===== src/rtl/adc_capture.sv =====
// Frame capture for two dual-lane serial ADCs: drives chip-select, deserialises four lanes, checks leading zeros.
// Optional ADC_AVERAGE_EN replaces raw outputs with a 4-tap boxcar over accepted samples.
module adc_capture #(
    parameter int QUIET_CYCLES = 2,
    parameter int LEAD_BITS    = 4
) (
    input  logic        clk,
    input  logic        reset,
    input  logic        enable,
    output logic        ad_cs,
    input  logic [1:0]  ad_sdata_a,
    input  logic [1:0]  ad_sdata_b,
    output logic [11:0] sample_a0,
    output logic [11:0] sample_a1,
    output logic [11:0] sample_b0,
    output logic [11:0] sample_b1,
    output logic        sample_valid,
    output logic        frame_err,
    output logic [1:0]  dbg_state_o
);

    localparam int FRAME_BITS = LEAD_BITS + 12;
    localparam int CW         = $clog2(FRAME_BITS + 1);

    typedef enum logic [1:0] {
        IDLE  = 2'd0,
        CONV  = 2'd1,
        QUIET = 2'd2
    } state_t;

    state_t        state_q;
    logic [CW-1:0] bit_cnt_q;
    logic [3:0]    quiet_cnt_q;
    logic          ad_cs_q;
    logic          lead_err_q;
    logic          done_q;
    logic          valid_q;
    logic          err_q;
    logic [11:0]   shift_q [4];
    logic [11:0]   smp_q   [4];
    logic [11:0]   smp_d   [4];
    logic [3:0]    lane_bits;

    // Lane index: 0 = a0, 1 = a1, 2 = b0, 3 = b1.
    assign lane_bits = {ad_sdata_b[1], ad_sdata_b[0], ad_sdata_a[1], ad_sdata_a[0]};

`ifdef ADC_AVERAGE_EN
    logic [11:0] hist_q [4][3];
    logic [13:0] sum_d  [4];

    always_comb begin
        for (int i = 0; i < 4; i++) begin
            sum_d[i] = {2'b00, shift_q[i]} + {2'b00, hist_q[i][0]}
                     + {2'b00, hist_q[i][1]} + {2'b00, hist_q[i][2]};
            smp_d[i] = sum_d[i][13:2];
        end
    end

    // History only advances on accepted frames so rejected data never pollutes the average.
    always_ff @(posedge clk or posedge reset) begin
        if (reset) begin
            for (int i = 0; i < 4; i++) begin
                for (int j = 0; j < 3; j++) hist_q[i][j] <= '0;
            end
        end else if (done_q && !lead_err_q) begin
            for (int i = 0; i < 4; i++) begin
                hist_q[i][2] <= hist_q[i][1];
                hist_q[i][1] <= hist_q[i][0];
                hist_q[i][0] <= shift_q[i];
            end
        end
    end
`else
    always_comb begin
        for (int i = 0; i < 4; i++) smp_d[i] = shift_q[i];
    end
`endif

    always_ff @(posedge clk or posedge reset) begin
        if (reset) begin
            state_q     <= IDLE;
            bit_cnt_q   <= '0;
            quiet_cnt_q <= '0;
            ad_cs_q     <= 1'b1;
            lead_err_q  <= 1'b0;
            done_q      <= 1'b0;
            valid_q     <= 1'b0;
            err_q       <= 1'b0;
            for (int i = 0; i < 4; i++) begin
                shift_q[i] <= '0;
                smp_q[i]   <= '0;
            end
        end else begin
            valid_q <= 1'b0;
            err_q   <= 1'b0;
            // Report the frame one edge after its last bit; shift_q is stable in QUIET.
            if (done_q) begin
                done_q <= 1'b0;
                if (lead_err_q) begin
                    err_q <= 1'b1;
                end else begin
                    valid_q <= 1'b1;
                    for (int i = 0; i < 4; i++) smp_q[i] <= smp_d[i];
                end
            end
            case (state_q)
                IDLE: begin
                    if (enable) begin
                        state_q    <= CONV;
                        ad_cs_q    <= 1'b0;
                        bit_cnt_q  <= '0;
                        lead_err_q <= 1'b0;
                    end
                end
                CONV: begin
                    for (int i = 0; i < 4; i++) shift_q[i] <= {shift_q[i][10:0], lane_bits[i]};
                    if ((bit_cnt_q < CW'(LEAD_BITS)) && (|lane_bits)) lead_err_q <= 1'b1;
                    bit_cnt_q <= bit_cnt_q + 1'b1;
                    if (bit_cnt_q == CW'(FRAME_BITS - 1)) begin
                        state_q     <= QUIET;
                        ad_cs_q     <= 1'b1;
                        done_q      <= 1'b1;
                        quiet_cnt_q <= '0;
                    end
                end
                QUIET: begin
                    if (quiet_cnt_q == 4'(QUIET_CYCLES - 1)) begin
                        if (enable) begin
                            state_q    <= CONV;
                            ad_cs_q    <= 1'b0;
                            bit_cnt_q  <= '0;
                            lead_err_q <= 1'b0;
                        end else begin
                            state_q <= IDLE;
                        end
                    end else begin
                        quiet_cnt_q <= quiet_cnt_q + 1'b1;
                    end
                end
                default: begin
                    state_q <= IDLE;
                    ad_cs_q <= 1'b1;
                end
            endcase
        end
    end

    assign ad_cs        = ad_cs_q;
    assign sample_a0    = smp_q[0];
    assign sample_a1    = smp_q[1];
    assign sample_b0    = smp_q[2];
    assign sample_b1    = smp_q[3];
    assign sample_valid = valid_q;
    assign frame_err    = err_q;
    assign dbg_state_o  = state_q;

endmodule


===== config.mk =====
export PLATFORM = sky130hd
export DESIGN_NAME = adc_capture
export DESIGN_NICKNAME = d
export VERILOG_FILES = /design/src/rtl/adc_capture.sv
export SDC_FILE = /design/constraint.sdc
export NUM_CORES = 1
export LEC_CHECK = 0
export ABC_CLOCK_PERIOD_IN_PS = 7800
export CORE_ASPECT_RATIO = 0.6
export CORE_UTILIZATION = 58
export DETAILED_ROUTE_END_ITERATION = 12
export PLACE_DENSITY = 0.84
export SLEW_MARGIN = 40
export SYNTH_ARGS = -nofsm -noshare
export SYNTH_HDL_FRONTEND = slang
export SYNTH_SLANG_ARGS = --single-unit

===== constraint.sdc =====
create_clock -name clk -period 7.8 [get_ports clk]
set_input_delay 0.78 -clock clk [delete_from_list [all_inputs] [get_ports clk]]
set_output_delay 0.78 -clock clk [all_outputs]
set_load 0.01 [all_outputs]

**Run 1: pin map**

(4 px per um) Pins as bars across the die edge, other pins in gray.
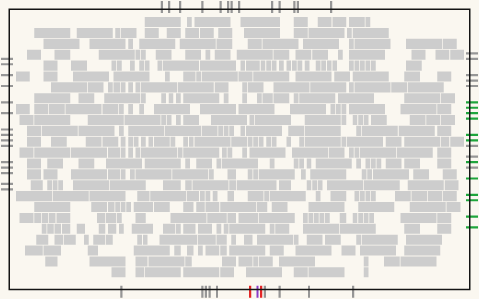
[purple] frame_err | pins: 1 | direction: output | edge: bottom
[red] dbg_state_o | pins: 2 | direction: output | edge: bottom
[green] sample_a0 | pins: 12 | direction: output | edge: right
all pins by edge: 20 right, 15 left, 13 top, 12 bottom

**Run 1: signal wires on met4**

(4 px per um) Supply wires on this layer in gray. Cells faint in the background.
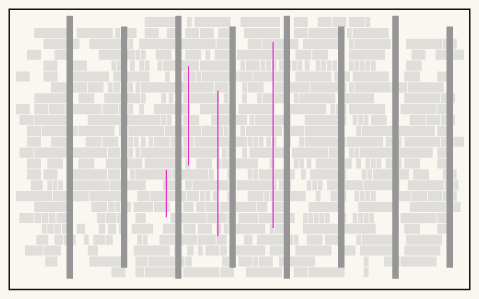
longest straight run: 46.2 um
share of all routed wire: 1.4%
final WL: 8750 um
total number of vias: 2916

**Run 1: clock wiring as the flow saved it**

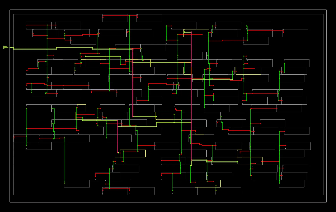
clk_skew: 0.00796 ns
CTS Buf Count: 9
Seq cells: 112

==> results.tsv, run 1 <==
stage	metric	value	unit
pwr	clock share of power	21.6	%
pwr	Leading power group	registers	
synth	yosys stat cell total	390	
synth	Synth top cells by count	nand2_1, dfrtp_1, mux2_2	
grt	GR Layer Usage met2	36.6	%
grt	vias in the first global route	3019	
synth	Simple Share, Synth	16.1	%
final_layout	Biggest register	shift_q	
die	num rows	24	
critical_path	crit path to	dbg_state_o[0]	
synth	ys async rst share	100	%
sta	worst rel slew slack	52.4	%
place	# port buffers	59	
critical_path	Worst setup startpoint	dbg_state_o[0]	
synth	Synth warnings	0	
routing	WL met1	4200	um
grt	first-pass GRT wire length	14600	um
clocking	clock tree buffer depth	2	
pwr	power density over the cells	368	nW/um2
final_layout	Largest register FFs	48	
synth	area leader, netlist	dfrtp_1	
final_layout	design area	5400	um2
critical_path	critical path peak fanout	21	
place	Routability Congestion	0.782	
critical_path	CP bufs+invs	1	
critical_path	crit path kind	reg -> out	
sta	final hold violation count	0	
sta	Final TNS setup	0	ns
clocking	Root Driver	clkbuf_16	
sta	Max Slew Vio Count	0	
synth	syn avg cell area	11.3	um2
critical_path	FF-to-FF path depth	3	
pwr	sw frac	33.5	%
synth	Synth area leaders	dfrtp_1, nand2_1, mux2_2	
final_layout	Leading cell kind	registers	
critical_path	startpoint class of the critical path	flop	
synth	Top cell area share	62.8	%
routing	# DRC	0	
critical_path	worst path cell trace	clkdlybuf4s50_1	
final_layout	Non-clock buffer share	12.3	%
pwr	clock group total power	430	uW
sta	cycle use final	33.5	%
critical_path	RR Endpoint	bit_cnt_q[3]	
routing	post-route ant nets	0	
synth	Post-synth regs	112	
grt	largest net degree at the start of global routing	75	
final_layout	Comb/total area	27.8	%
final_layout	nets	453	
place	dpl hpwl	5600	um
synth	Largest logic family	simple AND/OR/NAND/NOR gates	
synth	yosys stat chip area	4430	um2
final_layout	most instantiated logic cells after routing	nand2_1, dfrtp_1, clkdlybuf4s50_1	
status	status	finished, final reports clean	
sta	WHS	0.467	ns
pwr	leakage power	0.00268	uW
sta	Fmax	383	MHz
sta	unrepaired setup endpoints after global routing	no	
critical_path	Top delay family on crit path	flip-flops	
routing	initial DRC count	160	
final_layout	fillcell total	516	
pwr	net switching power	667	uW
sta	# setup viols final	0	
critical_path	CP arrival	1.83	ns
final_layout	layout cell share with drive strength beyond 1	17.2	%
clocking	Reg clk slew, reported paths	0.07	ns
final_layout	logic area	1500	um2
grt	Total Routing Usage GR	24.2	%
place	cell total after placement	535	
synth	count leader, synth	nand2_1	
final_layout	flip-flop and latch area	2800	um2
min_path	worst hold start	ad_cs	
final_layout	# diodes	0	
pwr	Gate power share	30.1	%
sta	Tmin final	2.61	ns
routing	Max Used Layer	met4	
place	Post-DP Area	5120	um2
clocking	postcts setup bufs	0	
synth	Synth cell types	38	
final_layout	#MultiIn Comb	250	
final_layout	CLK BUF	9	
job	maxcap violations	0	
clocking	Post-CTS Hold Fix Bufs	0	
pwr	comb pwr	600	uW
routing	Pre-antenna DRT Iters	4	
synth	Dominant Register Cell	dfrtp_1	
die	core area	7330	um2
final_layout	Non-CTS buffers	63	
routing	Met2 Wirelength	4020	um
final_layout	Final Non-Filler Cells	551	
synth	Synth Area in Adders	1.13	%
synth	floorplan net count	401	
sta	slack of the critical path	5.19	ns
grt	global-route met1 utilization	35.1	%
die	# IOs	60	
synth	aoi share	3.11	%
routing	Routed wire per std cell	15.9	um
place	setup slack at placement	5.55	ns
die	floorplan core density	60.4	%
job	OpenROAD warnings	27	
critical_path	worst reg2reg setup slack	5.80	ns
clocking	clock sinks	112	
final_layout	most instantiated logic cell after routing	nand2_1	
clocking	H-tree Lvls	3	
min_path	Worst Hold Depth	2	
critical_path	RR Startpoint	dbg_state_o[0]	
clocking	Late-Pin Clk Latency	0.35	ns
synth	MUX share of area	12.7	%
critical_path	Worst path depth	1	
die	Die Width	115	um
final_layout	Area Overhead vs Synth	22.1	%
grt	grt met3 use	6.12	%
critical_path	crit end category	primary output	
synth	Seq share, synth	63.4	%
die	tap cells	104	
pwr	Power Sequential	961	uW
grt	gr busiest metal	met2	
**Run 1: met3 routing**

(6 px per um) Cells faint in the background.
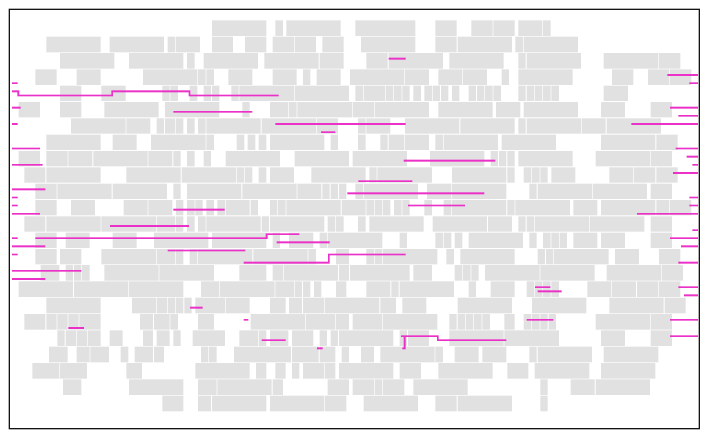

==> inputs of run 2 (changes only) <==
--- a/config.mk
+++ b/config.mk
@@ -5,11 +5,11 @@
 export SDC_FILE = /design/constraint.sdc
 export NUM_CORES = 1
 export LEC_CHECK = 0
-export ABC_CLOCK_PERIOD_IN_PS = 7800
+export ABC_CLOCK_PERIOD_IN_PS = 2300
 export CORE_ASPECT_RATIO = 0.6
-export CORE_UTILIZATION = 58
+export CORE_UTILIZATION = 49
 export DETAILED_ROUTE_END_ITERATION = 12
-export PLACE_DENSITY = 0.84
+export PLACE_DENSITY = 0.75
 export SLEW_MARGIN = 40
 export SYNTH_ARGS = -nofsm -noshare
 export SYNTH_HDL_FRONTEND = slang
==> constraint.sdc (replaced) <==
create_clock -name clk -period 2.3 [get_ports clk]
set_input_delay 0.23 -clock clk [delete_from_list [all_inputs] [get_ports clk]]
set_output_delay 0.23 -clock clk [all_outputs]
set_load 0.01 [all_outputs]
**Run 2: met3 routing**

(4 px per um) Cells faint in the background.
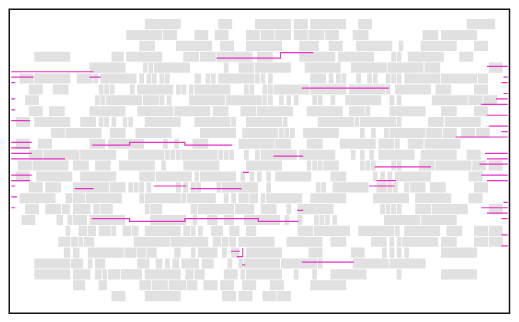
main direction: horizontal
wire length on this layer: 370 um

**Run 2: clock wiring as the flow saved it**

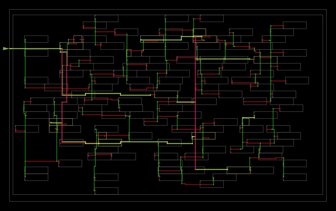
clk_skew: 0.00677 ns
CLK BUF: 10
clock group total power: 1470 uW
clock sinks: 112
Late-Pin Clk Latency: 0.35 ns

**Run 2: zoomed window**

Window x 69 to 119, y 26 to 76 um. Cells in gray, sequential cells in the stronger gray; small squares are vias.
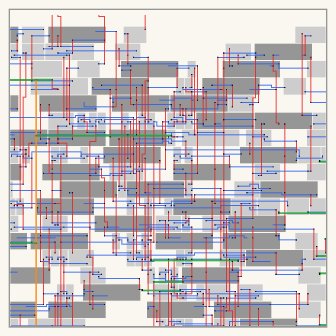
[red] met2
[orange] met4
[green] met3
[blue] met1
netlist names of flops here include: shift_q (17), sample_b1 (8), sample_a0 (7)
cells with their middle in the window: 125
sequential cells in the window: 35
most frequent: nand2_1 (48), dfrtp_1 (35)

==> run 2 against run 1 <==
Worst setup slack worse by 4.9 ns. Global-route usage down 4.9 points. Sequential power rose to 3.4 times the previous value. Wire length down 4.5%. Non-clock buffer count up 3. Worst hold slack worse by 0.092 ns. Synthesized cell count unchanged. Final cell count up 1.8%. Via count down 1.1%. Area after synthesis unchanged. Largest cell class unchanged. Largest power group unchanged.
==> results.tsv, run 2 <==
stage	metric	value	unit	change
synth	Seq share, synth	63.4	%	unchanged
grt	overflow left after global routing	0		
clocking	postcts setup bufs	0		unchanged
job	maxcap violations	0		unchanged
die	Die Width	125	um	+8.6%
routing	Max Used Layer	met4		
routing	Pre-antenna DRT Iters	4		unchanged
final_layout	layout cell share with drive strength beyond 1	17.6	%	+0.37 points
final_layout	most instantiated logic cells after routing	nand2_1, dfrtp_1, clkdlybuf4s50_1		
sta	Max Slew Vio Count	0		unchanged
grt	largest net degree at the start of global routing	113		+51%
synth	Synth warnings	0		unchanged
critical_path	RR Endpoint	dbg_state_o[0]		
die	tap cells	112		+7.7%
pwr	leakage power	0.00268	uW	-0.13%
routing	initial DRC count	186		+16%
place	Routability Congestion	0.763		-2.5%
synth	Post-Synth XOR/XNOR Area	0.396	%	
synth	MUX share of area	12.7	%	unchanged
synth	post-synthesis cell area	4430	um2	
grt	first-pass GRT wire length	13900	um	-4.8%
final_layout	Area Overhead vs Synth	22.3	%	
critical_path	startpoint class of the critical path	flop		
final_layout	nets	456		+0.66%
critical_path	FF-to-FF path depth	5		+2
final_layout	Biggest register	shift_q		
synth	Synth area leaders	dfrtp_1, nand2_1, mux2_2		
synth	count leader, synth	nand2_1		
routing	final WL	8350	um	-4.5%
sta	slack of the critical path	0.328	ns	-4.86 ns
sta	cycle use final	85.8	%	
synth	Largest logic family	simple AND/OR/NAND/NOR gates		
synth	syn avg cell area	11.3	um2	unchanged
grt	global-route met1 utilization	27.7	%	-7.4 points
grt	grt met3 use	5.62	%	-0.50 points
synth	Synth Area in Adders	1.13	%	unchanged
critical_path	RR Startpoint	quiet_cnt_q[1]		
final_layout	Util after Layout	62.8	%	
critical_path	Worst path depth	1		unchanged
critical_path	crit path to	dbg_state_o[0]		
die	Die Area	9430	um2	
critical_path	CP bufs+invs	1		unchanged
sta	Tmin final	1.97	ns	
grt	Total Routing Usage GR	19.3	%	-4.9 points
pwr	comb pwr	1940	uW	+220%
min_path	worst hold path class	in -> async		
critical_path	CP Data Required Time	2.07	ns	
critical_path	Worst setup startpoint	dbg_state_o[0]		
pwr	Peak VDD IR	0.642	mV	
synth	Synth top cells by count	nand2_1, dfrtp_1, mux2_2		
routing	# DRC	0		unchanged
final_layout	# diodes	0		unchanged
final_layout	Seq cells	112		unchanged
routing	WL met1	4250	um	+1.3%
synth	post-synthesis instance total	390		
critical_path	worst path cell trace	clkdlybuf4s50_1		
die	floorplan core density	51.3	%	-9.1 points
clocking	Reg clk slew, reported paths	0.07	ns	about the same
clocking	CTS Buf Count	9		unchanged
critical_path	Top delay family on crit path	flip-flops		
pwr	clock share of power	22.1	%	+0.5 points
final_layout	design area	5410	um2	+0.19%
pwr	sw frac	32.9	%	-0.62 points
synth	Simple Share, Synth	16.1	%	unchanged
routing	metal3 WL	370	um	
sta	Fmax	507	MHz	
sta	worst rel slew slack	59.0	%	+6.6 points
critical_path	CP arrival	1.74	ns	-0.09 ns
synth	floorplan net count	401		unchanged
final_layout	flop share of the area	51.8	%	
routing	Routed wire per std cell	14.9	um	-6.2%
die	# IOs	60		unchanged
synth	Top cell area share	62.8	%	unchanged
final_layout	Non-CTS buffers	66		+4.8%
routing	Met2 Wirelength	3600	um	-11%
place	setup slack at placement	0.628	ns	-4.92 ns
final_layout	Largest register FFs	48		unchanged
synth	area leader, netlist	dfrtp_1		
sta	# setup viols final	0		unchanged
place	cell total after placement	546		+2.1%
pwr	net switching power	2190	uW	+230%
pwr	Tot Pwr	6660	uW	
clocking	Post-CTS Hold Fix Bufs	0		unchanged
critical_path	worst reg2reg setup slack	0.61	ns	-5.19 ns
place	Post-DP Area	5130	um2	+0.20%
sta	final hold violation count	0		unchanged
grt	gr busiest metal	met2		
critical_path	crit end category	primary output		
place	dpl hpwl	5440	um	-2.9%
final_layout	Final Non-Filler Cells	561		+1.8%
status	status	finished, final reports clean		
synth	EDFF count, synth	0		
clocking	Root Driver	clkbuf_16		
final_layout	Leading cell kind	registers		
critical_path	critical path peak fanout	21		unchanged
final_layout	Non-clock buffer share	12.3	%	+0.047 points
routing	total number of vias	2885		-1.1%
sta	worst slew pin tran	0.615	ns	
pwr	Leading power group	registers		
sta	Final TNS setup	0	ns	unchanged
pwr	Power Sequential	3250	uW	+240%
synth	Dominant Register Cell	dfrtp_1		
final_layout	Clock buf/inv share	5.13	%	
synth	aoi share	3.11	%	unchanged
sta	unrepaired setup endpoints after global routing	no		
final_layout	fillcell total	684		+33%
clocking	clock tree buffer depth	2		unchanged
routing	post-route ant nets	0		unchanged
clocking	H-tree Lvls	3		unchanged
critical_path	crit path kind	reg -> out		
pwr	Gate power share	29.2	%	-0.9 points
final_layout	most instantiated logic cell after routing	nand2_1		
job	OpenROAD warnings	29		+7.4%
critical_path	Crit path largest cell delay	0.74	ns	
synth	yosys stat chip area	4430	um2	unchanged
grt	GR Layer Usage met2	28.4	%	-8.3 points
pwr	sequential share of power	48.8	%	
final_layout	Comb/total area	27.6	%	-0.14 points
die	num rows	26		+8.3%
critical_path	slowest CP cell	dfrtp_1		
pwr	Int Pwr	4470	uW	
grt	vias in the first global route	2742		-9.2%
final_layout	#MultiIn Comb	250		unchanged
routing	Via density	5.14		
die	die height	75.6	um	
place	# port buffers	59		unchanged
synth	yosys stat cell total	390		unchanged
sta	WHS	0.375	ns	-0.0922 ns
final_layout	flip-flop and latch area	2800	um2	unchanged
synth	Synth cell types	38		unchanged
synth	ys async rst share	100	%	unchanged
die	core area	8620	um2	+18%
clocking	cts repair resizes	0		
grt	antenna violations before repair	0		
final_layout	inverters	6		
synth	Post-synth regs	112		unchanged
pwr	power density over the cells	1230	nW/um2	+230%
final_layout	logic area	1500	um2	-0.33%
Power figures rest on the tool's default switching activity, not on a simulated workload.
